Design tx_char_queue, sky130hd; sources not shown.
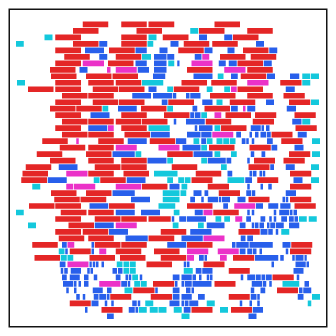
Figure 1: cells colored by class.
- blue: remaining logic cells (cells 274; share of their area 28%)
- magenta: clock drivers and dummy loads (cells 32; share of their area 6.4%)
- red: registers (cells 171; share of their area 56%)
- cyan: remaining buffers and delay cells (cells 86; share of their area 9.5%)
sequential cell area share: 0.540
Layout Utilization: 0.569

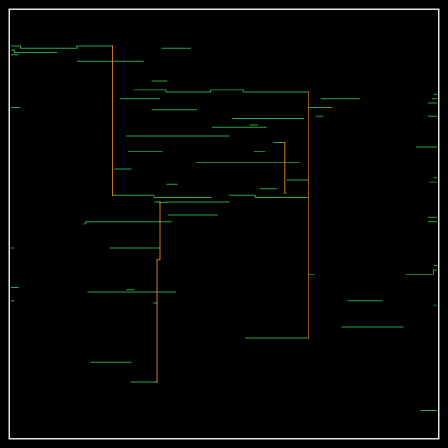
Figure 2: signal wires by layer.
Two of the layers only.
- green: M3 (wire length 612 um)
- orange: M4 (wire length 195 um)
Total Routing Usage GR: 0.183
routed via count: 4,216
post-DR wirelength/cell: 19.9 um
routed wire length: 15,500 um

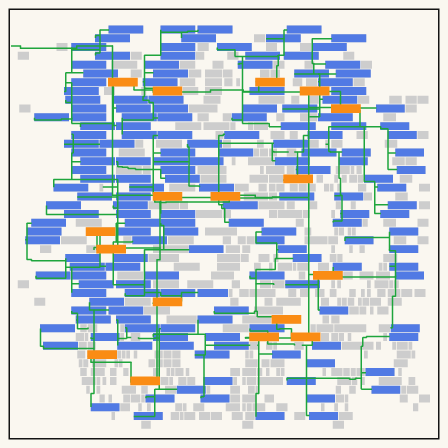
Figure 3: clock network drawn from the DEF.
- orange: clock-net drivers (count 17)
- green: clock wires (length 1,960 um)
- blue: flip-flops (count 171)
- flops lie: widely spread
- routed clock nets: 18
worst skew pair latency: 0.43 ns
clk pwr: 1.75 mW
Clock Skews: 0.00792 ns
clock network power share: 0.327

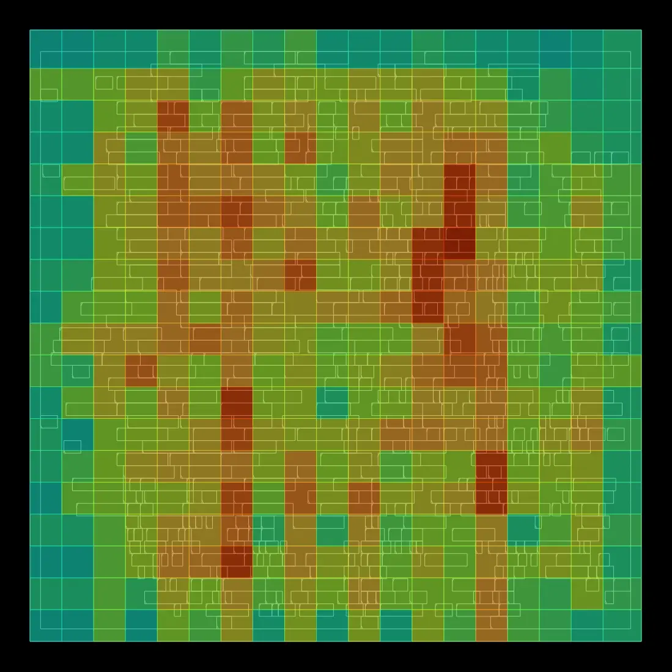
Figure 4: track usage over the die.
met3 Use GR: 0.0441
GR Layer Usage met2: 0.280

==> results_dict.tcl <==
# flow metrics
set metrics [dict create \
    peakVddDrop_v 0.000409 \
    die_y_um 133 \
    synth_cell_types 57 \
    htreeDepth 4 \
    path_cells "buf_12, buf_12, buf_16, mux4_2, a22oi_2, nand4_1, o41a_4, a31oi_4, ha_4, inv_2, ha_4, inv_2, fa_2, inv_2, a21oi_2, nor2_2, or3_4, a21oi_2" \
    leakage_nw 3.24 \
    finalSetupViolCount 2 \
    cp_top_family "AND-OR/OR-AND gates" \
    period_used_share 1.04 \
    setup_ws_ns -0.133 \
    pwr-share-seq 0.441 \
    p_comb_frac 0.232 \
    nNetsFinal 586 \
    die_area_mm2 0.0176 \
    hold_viol_final 0 \
    cp.depth 18 \
    layout-drive-gt1-share 0.274 \
    post_synth.cell_area_avg_um2 16.0 \
    clock_path_buffers 2 \
    cts_tree "done" \
    critPathLaunchType "flop" \
    grt_pass1_vias 4127 \
    io_buffers 30 \
    yosysTopAreaCellShare 0.517 \
    post_drt_via_cell_ratio 5.41 \
    topCellsByArea "edfxtp_1, dfrtp_1, mux4_2" \
    critPathMostFrequentCell "inv_2" \
    core_area_mm2 0.0160 \
    antennaDiodeCount 0 \
    tool_warnings 37 \
    mi_logic_area_mm2 0.00243 \
    critPathMaxStageDelay_ns 0.51 \
    grt_max_degree 44 \
    violations "setup timing" \
    rsz0062_at_grt "yes" \
    slew_headroom 0.401 \
    initCoreUtil 0.464 \
    r2r_cells 18 \
    final_max_slew_viol_count 0 \
    ioPinCount 31 \
    clk_pin_slew_ns 0.07 \
    top_cells_by_count "edfxtp_1, dfrtp_1, nor2_1" \
    n_fill_cell 1281 \
    drtIter0Drc 343 \
    rrSetupSlack_ns -0.13 \
    max_freq_ghz 0.268 \
    ys_ff 171 \
    critPathMaxFanout 7 \
    areaGrowthSynthToFinish_pct 22.6 \
    largest_register_ffs 128 \
    place.gp.congestion 0.809 \
    status "complete, but fails checks" \
    drc 0 \
    synth-async-reset-ratio 0.251 \
    slowest_stage "o41a_4" \
    syn_inst 464 \
    design_area_mm2 0.00911 \
    min_path_type "primary input to async pin" \
    post_dp_cell_area_mm2 0.00822 \
    ys_seq_share 0.662 \
    seqCellArea_mm2 0.00492 \
    yosys.stat.chipArea_mm2 0.00743 \
    edf_count 128 \
    synth_top_cell_by_count "edfxtp_1" \
    syn_area_mm2 0.00743 \
    max_cap_viol_count 0 \
    ant_nets 0 \
    cts_buffers 17 \
    cts_sinks 171 \
    cts_root_buf "clkbuf_16" \
    dp_hpwl_um 10300 \
    p_switching_mw 1.56 \
    ys.flop_type "edfxtp_1" \
    worstSetupPathType "flop to flop" \
    grt_overflow 0 \
    worst_pin_slew_ns 0.895 \
    p_int_mw 3.80 \
    fp-row-count 46 \
    antenna_found_initial 0 \
    ys_cells 464 \
]
==> final cells by class <==
class,count,area share
well taps,216,0.0297
flip-flops and latches,171,0.540
inverters,21,0.00865
clock buffers,18,0.0471
multi-input cells,253,0.267
clock inverters,14,0.0148
repair buffers,86,0.0926
==> routing by layer <==
metal / GRT usage / wire length, um / part of all wire / up-vias
met5: 0 / 0 / 0 / -
met4: 0.0502 / 194 / 0.012 / 0
met3: 0.0441 / 611 / 0.039 / 14
met2: 0.280 / 7460 / 0.48 / 90
met1: 0.264 / 7260 / 0.47 / 2163
li1: - / - / - / 1949
==> metrics by stage <==
stage | hold WS (ns) | std cells | setup slack (ns) | total power [mW]
after floorplan | 0.0644 | 445 | -1.23 | 3.14
after global placement | 0.489 | 732 | -0.0477 | 3.50
after detailed placement | 0.495 | 732 | -0.0937 | 3.52
after CTS | 0.127 | 764 | -0.102 | 5.28
after global routing | 0.253 | 779 | -0.279 | 5.60
final | 0.263 | 779 | -0.133 | 5.36
==> power groups by stage <==
stage               logic, mW  registers, mW  clock network (mW)
finish                   1.24           2.36                1.75
global route             1.35           2.38                1.88
CTS                      1.13           2.36                1.79
detailed placement       1.12           2.40                   0
global placement         1.10           2.40                   0
floorplan               0.546           2.60                   0
==> what timing repair did <==
action | in CTS | in global routing
hold endpoints to repair | 0 | 43
buffers inserted | 0 | 11
gates resized | 4 | 33
gates cloned | 0 | 3
hold buffers | 0 | 1
setup endpoints to repair | 3 | 4
pin swaps | 0 | 15
==> logic make-up after synthesis <==
| family | after synthesis | synth area share |
|---|---|---|
| AND/OR/NAND/NOR | 109 | 0.0756 |
| flip-flops | 171 | 0.662 |
| multiplexers | 60 | 0.127 |
| AND-OR/OR-AND | 56 | 0.0638 |
| adder cells (fa/ha/maj) | 21 | 0.0364 |
| buffers and inverters | 40 | 0.0268 |
| XOR/XNOR | 7 | 0.00825 |
==> placed cells by master, fill, tap and decap left out, types with 4 or more instances in the layout <==
cell type	netlist	layout
clkbuf_16	0	19
nor2b_1	4	4
nor2_1	32	31
o21ai_0	9	7
mux4_2	19	22
a21oi_1	11	9
mux2i_1	27	23
xor2_1	4	4
edfxtp_1	128	128
and2_1	5	5
inv_1	21	18
mux2_2	8	8
buf_4	0	45
dfrtp_1	43	42
nand3_1	9	9
a221oi_1	10	6
clkdlybuf4s50_1	0	29
ha_1	20	18
a221oi_2	0	4
inv_6	0	5
nand2_1	24	24
buf_12	1	5
a22oi_2	1	4
nand2b_1	7	7
Power is estimated from default activity; no workload was simulated.
